[config.mk]
export PLATFORM = sky130hd
export DESIGN_NAME = led8_seq
export DESIGN_NICKNAME = d
export VERILOG_FILES = /design/src/rtl/led8_seq.sv
export SDC_FILE = /design/constraint.sdc
export NUM_CORES = 1
export LEC_CHECK = 0
export ABC_CLOCK_PERIOD_IN_PS = 5650
export CORE_ASPECT_RATIO = 0.5
export CORE_MARGIN = 4
export CORE_UTILIZATION = 30
export DETAILED_ROUTE_END_ITERATION = 10
export PLACE_DENSITY_LB_ADDON = 0.05
export SLEW_MARGIN = 10
export SYNTH_ARGS = -nofsm -noshare
export SYNTH_HDL_FRONTEND = slang
export SYNTH_SLANG_ARGS = --single-unit
[constraint.sdc]
create_clock -name clk -period 5.65 [get_ports clk]
set_input_delay 0.565 -clock clk [delete_from_list [all_inputs] [get_ports clk]]
set_output_delay 0.565 -clock clk [all_outputs]
set_load 0.02 [all_outputs]
[src/rtl/led8_seq.sv]
// LED8 pattern sequencer: prescaled step engine feeding led8pwm with a pattern
// (count, scanner, breathe, rotate) and a global brightness value.
module led8_seq #(
  parameter int unsigned TICK_DIV     = 2400000,
  parameter int unsigned VAL_FIXED    = 128,
  parameter int unsigned BREATHE_STEP = 8
) (
  input  logic       clk,
  input  logic       rst,
  input  logic [1:0] mode,
  input  logic       pause,
  output logic [7:0] led,
  output logic [7:0] val,
  output logic       tick
);

  localparam int unsigned DivW = $clog2(TICK_DIV);
  localparam logic [DivW-1:0] DivLast  = DivW'(TICK_DIV - 1);
  localparam logic [7:0]      ValFixed = 8'(VAL_FIXED);
  localparam logic [8:0]      BStep    = 9'(BREATHE_STEP);

  typedef enum logic [1:0] {
    ModeCount   = 2'd0,
    ModeScan    = 2'd1,
    ModeBreathe = 2'd2,
    ModeRotate  = 2'd3
  } mode_e;

  logic [DivW-1:0] div_q, div_d;
  mode_e           cur_mode_q, cur_mode_d;
  logic            dir_q, dir_d;
  logic [7:0]      led_q, led_d;
  logic [7:0]      val_q, val_d;
  logic            tick_q, tick_d;
  logic            step;
  logic [8:0]      val_sum;

  assign step    = (div_q == DivLast);
  assign val_sum = {1'b0, val_q} + BStep;

  always_comb begin
    div_d      = div_q;
    cur_mode_d = cur_mode_q;
    dir_d      = dir_q;
    led_d      = led_q;
    val_d      = val_q;
    tick_d     = 1'b0;

    if (mode_e'(mode) != cur_mode_q) begin
      // Mode change wins over pause and step, and restarts the animation.
      cur_mode_d = mode_e'(mode);
      div_d      = '0;
      dir_d      = 1'b1;
      unique case (mode_e'(mode))
        ModeCount:   begin led_d = 8'h00; val_d = ValFixed; end
        ModeScan:    begin led_d = 8'h01; val_d = ValFixed; end
        ModeBreathe: begin led_d = 8'hFF; val_d = 8'h00;    end
        ModeRotate:  begin led_d = 8'h03; val_d = ValFixed; end
        default:     ;
      endcase
    end else if (!pause) begin
      div_d  = step ? '0 : div_q + 1'b1;
      tick_d = step;
      if (step) begin
        unique case (cur_mode_q)
          ModeCount: led_d = led_q + 8'd1;
          ModeScan: begin
            if (dir_q && led_q == 8'h80) begin
              led_d = 8'h40;
              dir_d = 1'b0;
            end else if (!dir_q && led_q == 8'h01) begin
              led_d = 8'h02;
              dir_d = 1'b1;
            end else if (dir_q) begin
              led_d = led_q << 1;
            end else begin
              led_d = led_q >> 1;
            end
          end
          ModeBreathe: begin
            led_d = 8'hFF;
            // Saturate at both ends and reverse direction there.
            if (dir_q) begin
              if (val_sum >= 9'd255) begin
                val_d = 8'hFF;
                dir_d = 1'b0;
              end else begin
                val_d = val_sum[7:0];
              end
            end else if ({1'b0, val_q} <= BStep) begin
              val_d = 8'h00;
              dir_d = 1'b1;
            end else begin
              val_d = val_q - BStep[7:0];
            end
          end
          ModeRotate: led_d = {led_q[6:0], led_q[7]};
          default: ;
        endcase
      end
    end
  end

  always_ff @(posedge clk or posedge rst) begin
    if (rst) begin
      div_q      <= '0;
      cur_mode_q <= ModeCount;
      dir_q      <= 1'b1;
      led_q      <= 8'h00;
      val_q      <= ValFixed;
      tick_q     <= 1'b0;
    end else begin
      div_q      <= div_d;
      cur_mode_q <= cur_mode_d;
      dir_q      <= dir_d;
      led_q      <= led_d;
      val_q      <= val_d;
      tick_q     <= tick_d;
    end
  end

  assign led  = led_q;
  assign val  = val_q;
  assign tick = tick_q;

endmodule

==> results_dict.tcl <==
# flow metrics
set metrics [dict create \
    p_total_mw 0.7893 \
    finalNetCount 338 \
    core.rowCount 24 \
    hp-class "reg2reg" \
    ys_sh_simple_pct 25.70 \
    max_freq_ghz 0.3632 \
    cts_resized 0 \
    clk_pin_slew_ns 0.06 \
    fp.dieH_um 74.81 \
    endpoint "val[5]" \
    htree_levels 2 \
    rsz0062_at_grt "no" \
    cp_max_fo 14 \
    ctsHoldBuffers 0 \
    dp_slack_ns 2.640 \
    die.size.x_um 141.6 \
    synth-edff-count 0 \
    fin_crit_sh_pct 48.73 \
    critPathKind "in2reg" \
    worstSetupStartpointType "input port" \
    drt_pre_antenna_iters 4 \
    syn_area_per_cell_um2 8.394 \
    drv_slew 0 \
    core-area_um2 8708 \
    insertion_delay_ns 0.29 \
    cts_max_path_buffers 2 \
    grt_first_pass_wirelength_um 12270 \
    yosys_area_um2 2678 \
    peakVddDrop_uv 122.6 \
    worstSetupEndpointType "flip-flop" \
    p_leak_nw 1.193 \
    r2r-start "cur_mode_q[1]" \
    place_hpwl_um 4978 \
    setup_ws_ns 2.897 \
    status "finished clean" \
    syn_area_um2 2678 \
    power_density_nw_per_um2 254.5 \
    ys_sh_mux_pct 0.7477 \
    synth_cell_types 54 \
    synth_area_leader_cell "dfrtp_1" \
]
flip-flops by register name, indices dropped and copies added (netlist names):
register,cells
div_q,22
cur_mode_q,2
val,6
tick,1
led,8
dir_q,1
critical path, stage by stage:
cell,delay (ns)
clkdlybuf4s50_1,0.53
xnor2_1,0.36
nand2_1,0.39
nor3_1,0.71
a41oi_1,0.20
o21ai_0,0.20
Yosys cell counts (6+ instances only):
library cell / number
a21oi_1: 18
a31oi_1: 7
clkbuf_1: 14
dfrtp_1: 38
ha_1: 7
inv_1: 13
nand2_1: 28
nand3_1: 21
nand4_1: 11
nor2_1: 35
nor3_1: 6
o21ai_0: 17
xnor2_1: 13
xor2_1: 13
cells by family (layout without fill, tap and decap cells):
family          after synthesis  after routing
simple gates                134            134
compound gates               75             75
flops                        40             40
buf+inv                      35             43
xor+xnor                     26             26
fa+ha+maj                     7              7
mux                           2              2
layout make-up:
| type | instances | area [um2] |
|---|---|---|
| Fill cell | 902 | 5607 |
| Tap cell | 117 | 146.4 |
| Clock buffer | 6 | 128.9 |
| Timing Repair Buffer | 22 | 217.7 |
| Clock inverter | 2 | 35.03 |
| Multi-Input combinational cell | 244 | 1521 |
| Inverter | 13 | 48.80 |
| Sequential cell | 40 | 1003 |
where the power goes:
group          switching, mW  internal (mW)
sequential            0.0362          0.300
combinational         0.0736         0.0520
clock                  0.120          0.208
through the flow:
stage	hold slack (ns)	util (%)	instance area [um2]
after floorplan	0.4865	-	2678
after global placement	0.5346	33.74	2938
after detailed placement	0.5407	33.74	2938
after CTS	0.5520	35.62	3102
after global routing	0.5630	35.62	3102
final	0.5559	35.62	3102
metal layers:
metal	global-route usage, %	part of all wire (%)
met1	21.06	51
met2	22.30	43
met3	3.807	5.6
met4	3.830	1.0
met5	0	0
### Metal 2

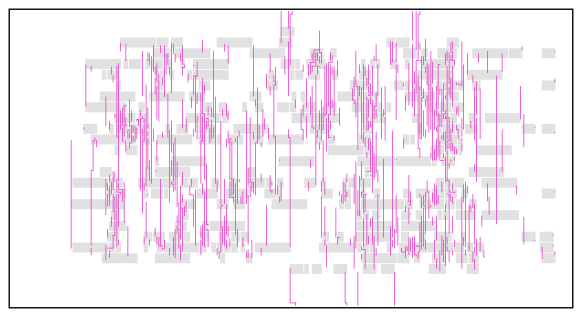
- longest straight run: 37.4 um
- main direction: vertical
- nets with wire on the layer: 274
- wire length on this layer: 3110 um
- share of all routed wire: 43%
grt met2 use: 22.30%
via count: 2428
Post-Route WL: 7277 um

### Routing congestion

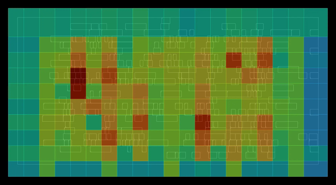
gr busiest metal: met2
M1 GR Usage: 21.06%

### The metal 3 layer

Bar = 50 um.
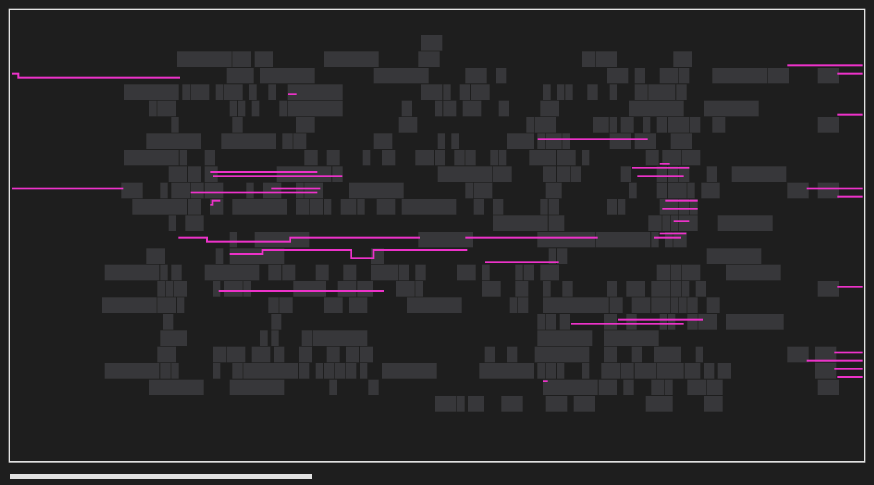
- main direction: horizontal
- wire length on this layer: 409 um
- longest straight run: 27.1 um
met3 Use GR: 3.807%

### Clock wires, drivers and flops

Bar = 50 um.
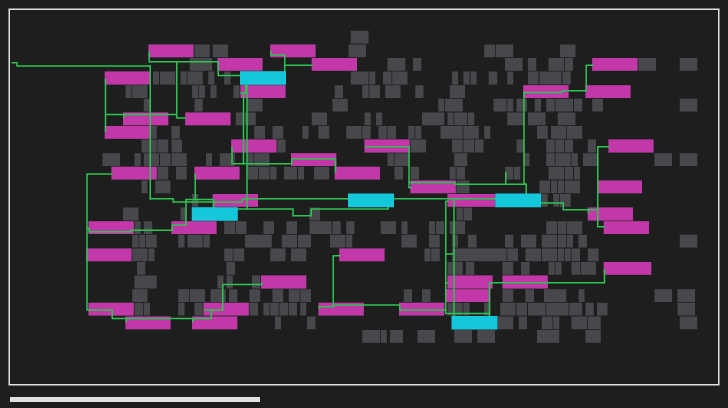
- cyan: clock drivers (count 5)
- green: clock wires (length 689 um)
- magenta: flip-flops (count 40)
- flops lie: widely spread

### Metal layers overlaid

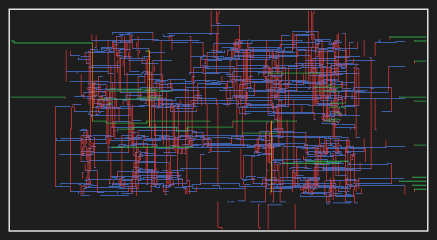
- green: metal 3 (wire length 409 um)
- red: metal 2 (wire length 3110 um)
- orange: metal 4 (wire length 76.2 um)
- blue: metal 1 (wire length 3680 um)

Power figures rest on the tool's default switching activity, not on a simulated workload.
